Fig. 1: run 1, routed metal, one color a layer
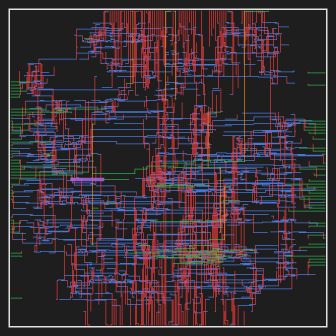
Fig. 2: run 1, clock distribution
Scale bar: 50 um.
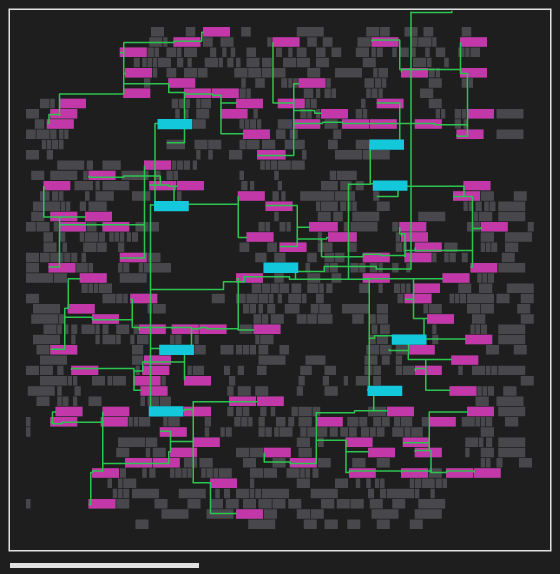
Fig. 3: run 1, the metal 2 layer
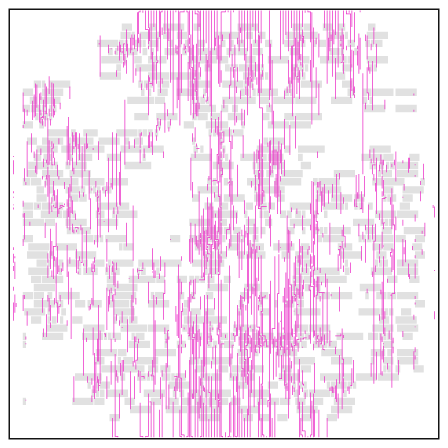
Design load_wb_unit, sky130hd; sources not shown.
==> flow_metrics.tcl, run 1 <==
# place-and-route summary
set metrics [dict create \
    syn2layout_area_growth_pct 54.3 \
    via_per_inst 4.76 \
    io_pins 194 \
    r2r_slack_ps 100 \
    clock_sinks 112 \
    layout_top_cell "clkdlybuf4s50_1" \
    syn_avg_cell_area_um2 8.02 \
    die_area_mm2 0.0205 \
    max_cap_viol_count 0 \
    fillCellCount 1737 \
    layout_top_cells "clkdlybuf4s50_1, nand2_1, dfxtp_1" \
    drc 0 \
    ys_types 36 \
    cp-start-kind "flop" \
    yosys_cells 637 \
    hold_class "in2reg" \
    hold_depth 2 \
    io_buffers 190 \
    worst_pin_slew_ps 507 \
    grt_remaining_overflow 0 \
    status "completed" \
    critical_path_arrival_ps 1460 \
    ys_area_mm2 0.00511 \
    firstDrtPassIters 5 \
    numCtsBuffers 9 \
    coreArea_mm2 0.0180 \
    antenna_found_initial 1 \
    setup_tns_ps 0 \
    timing.final.ws_setup_ps 23.0 \
    fin_crit_sh 0.987 \
    cp_top_family "buffers and inverters" \
    grt_pass1_wl_um 25600 \
    sw_frac_of_total 0.440 \
    worstPathMaxFanout 8 \
    fp.dieH_um 143 \
    clk_transition_reported_paths_ps 70 \
    max-slew-margin-rel 0.662 \
    period_minus_slack_ps 1730 \
    p_leak_nw 2.91 \
    fmax_ghz 0.579 \
    grt_pass1_vias 4733 \
    synthCells 637 \
    combPwrFrac 0.494 \
    path_class "reg2out" \
    worstSetupEndpointType "output pin" \
]
About Fig. 1:
legend:
  orange:
    layer: met4
    wire_length: 324 um
  purple:
    layer: met5
    wire_length: 13.8 um
  blue:
    layer: met1
    wire_length: 7420 um
  green:
    layer: met3
    wire_length: 1100 um
  red:
    layer: met2
    wire_length: 7990 um
via count: 4870
All-Layer GR Usage: 0.158
WL final: 16800 um
DR WL/cell: 16.5 um

About Fig. 2:
legend:
  green:
    item: clock wires
    length: 1520 um
  cyan:
    item: cells driving clock nets
    count: 9
  magenta:
    item: flip-flops
    count: 112
flops lie: widely spread
routed clock nets: 10
Insertion Delay late pin: 350 ps
skew final: 9.85 ps

About Fig. 3:
wire length on this layer: 7990 um
nets with wire on the layer: 747
longest straight run: 47.6 um
share of all routed wire: 47%
met2 Use GR: 0.258

## run 1: Yosys cell counts (all sizes together)
library cell / instances / share of area
a41o: 1 / 0.0020
or3b: 1 / 0.0017
or4: 1 / 0.0015
nand2: 109 / 0.080
nor2b: 8 / 0.0098
a21oi: 96 / 0.10
o22ai: 8 / 0.0098
o21bai: 1 / 0.0015
o221ai: 6 / 0.010
o21ai: 29 / 0.028
buf: 44 / 0.061
o31ai: 1 / 0.0015
or3: 8 / 0.0098
a2111oi: 1 / 0.0017
a31oi: 1 / 0.0012
a211oi: 1 / 0.0015
nand3: 8 / 0.0078
and2: 2 / 0.0024
nor2: 83 / 0.061
clkbuf: 36 / 0.026
dfxtp: 112 / 0.44
o21a: 1 / 0.0015
a211o: 1 / 0.0017
mux2: 1 / 0.0022
mux2i: 47 / 0.092
a311oi: 9 / 0.015
nand2b: 4 / 0.0049
conb: 1 / 0.00073
nor3: 5 / 0.0049
ha: 5 / 0.012
inv: 5 / 0.0037
o2111ai: 1 / 0.0017
## run 1: power by group through the flow
stage	clock (mW)	combinational (mW)	sequential (mW)
after global routing	2.11	5.39	3.33
after CTS	2.02	5.10	3.27
final	1.94	5.09	3.27
after global placement	0	4.83	3.31
after floorplan	0	3.16	3.58
after detailed placement	0	4.90	3.32
## run 1: area by class of cell
cell class | instances | area (um^2) | share of cell area
repair buffers | 222 | 2580 | 0.327
multi-input cells | 442 | 2480 | 0.315
flip-flops and latches | 112 | 2250 | 0.285
well taps | 229 | 287 | 0.0363
clock buffers | 11 | 253 | 0.0320
inverters | 5 | 22.5 | 0.00286
clock inverters | 3 | 18.8 | 0.00238
## run 1: kinds of logic after synthesis
family	Yosys count	share of synthesized area
other	1	0.000734
AND/OR/NAND/NOR	229	0.184
AND-OR/OR-AND	157	0.179
multiplexers	48	0.0942
buffers and inverters	85	0.0908
adder cells (fa/ha/maj)	5	0.0122
flip-flops	112	0.439
## run 1: metal layers
layer	vias to the layer above	track usage	share of wire
li1	2434	-	-
met1	2242	0.207	0.44
met2	167	0.258	0.47
met3	25	0.0345	0.065
met4	2	0.0545	0.019
met5	-	0	0.00077
## run 1: stage by stage
step / instances / utilization
2_1_floorplan: 639 / -
3_3_place_gp: 1006 / 0.419
3_5_place_dp: 1006 / 0.419
4_1_cts: 1024 / 0.438
5_1_grt: 1024 / 0.439
6_report: 1024 / 0.439
## run 1: worst register-to-register path, cell delays in order, from the launching register on
cell	delay (ps)
dfxtp_2	340
inv_2	40
buf_4	120
ha_1	230
and2_1	160
buf_4	170
a41o_1	240
buf_12	160
a21oi_1	120
## run 1: what timing repair did
item	CTS	global route
resized	9	8
setup buffers	4	0
endpoints found under the setup margin	6	29
pin swaps	1	0
Fig. 4: run 1, the metal 3 layer
Scale bar: 50 um.
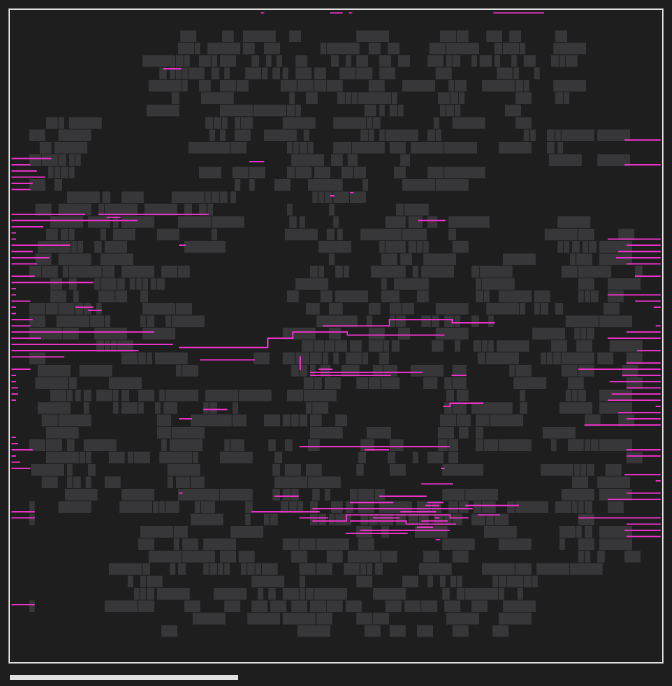

==> run 2: changes to the inputs <==
--- a/config.mk
+++ b/config.mk
@@ -9,7 +9,7 @@
 export CELL_PAD_IN_SITES_DETAIL_PLACEMENT = 0
 export CELL_PAD_IN_SITES_GLOBAL_PLACEMENT = 1
 export CORE_MARGIN = 4
-export CORE_UTILIZATION = 28
+export CORE_UTILIZATION = 31
 export DETAILED_ROUTE_END_ITERATION = 10
 export HOLD_SLACK_MARGIN = 0.15
 export PLACE_DENSITY_LB_ADDON = 0.3
==> constraint.sdc (replaced) <==
create_clock -name clk -period 1.9 [get_ports clk]
set_input_delay 0.285 -clock clk [delete_from_list [all_inputs] [get_ports clk]]
set_output_delay 0.285 -clock clk [all_outputs]
set_load 0.1 [all_outputs]
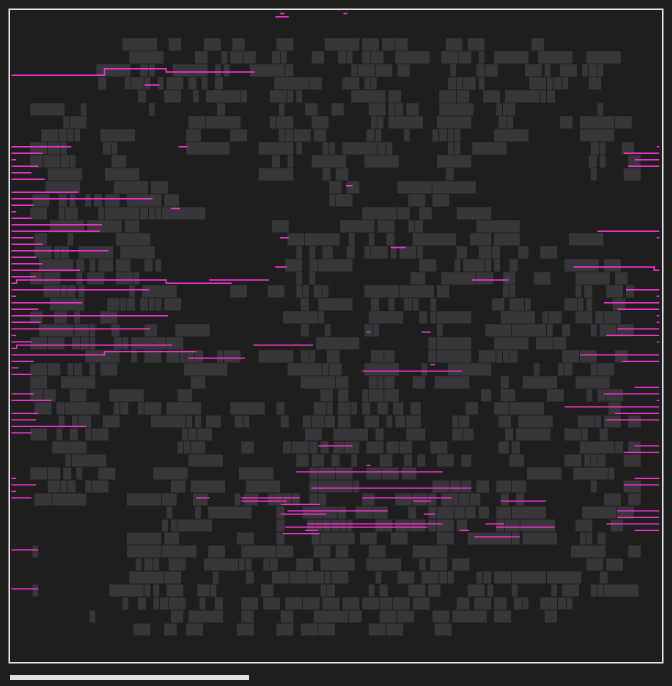
Fig. 5. The metal 3 layer (run 2).
Scale bar: 50 um.
wire length on this layer: 1120 um
main direction: horizontal
GR Layer Usage met3: 0.0422
via count: 4778
WL final: 16100 um

==> run 2 against run 1 <==
  * Hold slack better by 24 ps
  * Sequential power down 9.2%
  * Non-clock buffer count down 9
  * Critical endpoint is now ld_pending_rd[3]
  * Largest power group unchanged
  * Highest routed layer unchanged
==> flow_metrics.tcl, run 2 <==
# place-and-route summary
set metrics [dict create \
    hold_depth 2 \
    top_cell_area_share 0.439 \
    timing.final.ws_setup_ps 112 \
    fillCellCount 1632 \
    ys_area_mm2 0.00511 \
    fmax_ghz 0.559 \
    clock_sinks 112 \
    synthTopCellsByCount "dfxtp_1, nand2_1, a21oi_1, nor2_1, mux2i_1" \
    worstSetupEndpointType "output pin" \
    status "completed" \
    grt_remaining_overflow 0 \
    fin_crit_sh 0.941 \
    p_leak_nw 2.72 \
    via_per_inst 4.76 \
    critical_path_arrival_ps 1500 \
    io_pins 194 \
    topCellsByArea "dfxtp_1, mux2i_1, a21oi_1" \
    coreArea_mm2 0.0160 \
    ys.flop_type "dfxtp_1" \
    post-cts-setup-buffers 0 \
    cp-start-kind "flop" \
    yosysTopAreaCell "dfxtp_1" \
    io_buffers 190 \
    skew_ps 11.6 \
    syn2layout_area_growth_pct 42.3 \
    top_cell "dfxtp_1" \
    grt_util_all_layers 0.169 \
    clk_transition_reported_paths_ps 70 \
    ys_types 36 \
    clkLatencyLatePin_ps 350 \
    fp.dieH_um 136 \
    syn_avg_cell_area_um2 8.02 \
    max_cap_viol_count 0 \
    antenna_found_initial 1 \
    worst_pin_slew_ps 501 \
    worstPathMaxFanout 10 \
    firstDrtPassIters 5 \
    cp_top_family "flip-flops" \
    synth-edff-count 0 \
    grt_pass1_wl_um 24500 \
    wl_per_cell_um 16.1 \
    synthCells 637 \
]
==> run 2: cell counts after synthesis <==
Identical to the previous run, type by type.
==> run 2: per-layer routing <==
metal / global-route usage / share of wire / vias to the layer above
li1: - / - / 2426
met1: 0.208 / 0.42 / 2183
met5: 0 / 0.00074 / -
met2: 0.282 / 0.48 / 145
met4: 0.0700 / 0.023 / 2
met3: 0.0422 / 0.070 / 22
==> run 2: worst reg2reg max path: cells and delay by family (launching register included) <==
family                 cells  cell delay [ps]
AOI/OAI and AO/OA          2              410
and+or+nand+nor            1              450
buffers and inverters      1              180
muxes                      1              150
DFF                        1              450
==> run 2: cells by family (layout without fill, tap and decap cells) <==
group | Yosys count | count (layout) | share of synthesized area
AND-OR/OR-AND | 157 | 157 | 0.179
flip-flops | 112 | 112 | 0.439
AND/OR/NAND/NOR | 229 | 229 | 0.184
other | 1 | 3 | 0.000734
adder cells (fa/ha/maj) | 5 | 5 | 0.0122
multiplexers | 48 | 48 | 0.0942
buffers and inverters | 85 | 234 | 0.0908
==> run 2: layout make-up <==
cell class / count / area [um^2] / area share
repair buffers: 213 / 2010 / 0.277
flip-flops and latches: 112 / 2240 / 0.308
multi-input cells: 442 / 2450 / 0.337
clock buffers: 10 / 229 / 0.0315
well taps: 216 / 270 / 0.0372
inverters: 5 / 22.5 / 0.00310
clock inverters: 6 / 46.3 / 0.00637
==> run 2: report_power, final <==
part | leakage (nW) | internal (mW) | switching (mW)
logic | 1.67 | 1.35 | 2.97
registers | 0.917 | 2.72 | 0.248
clock network | 0.129 | 0.896 | 0.894
==> run 2: timing repair <==
item	CTS	global route
hold buffers	0	0
gates resized	1	2
endpoints found under the setup margin	3	10
==> run 2: metrics by stage <==
step,power (mW),instances,TNS [ps],area (um^2),utilization
after floorplan,6.21,639,0,5150,-
after global placement,7.29,988,-334,6990,0.437
after detailed placement,7.37,988,-1300,6990,0.437
after CTS,9.22,1004,0,7270,0.454
after global routing,9.57,1004,0,7270,0.454
final,9.09,1004,0,7270,0.454
Power figures rest on the tool's default switching activity, not on a simulated workload.
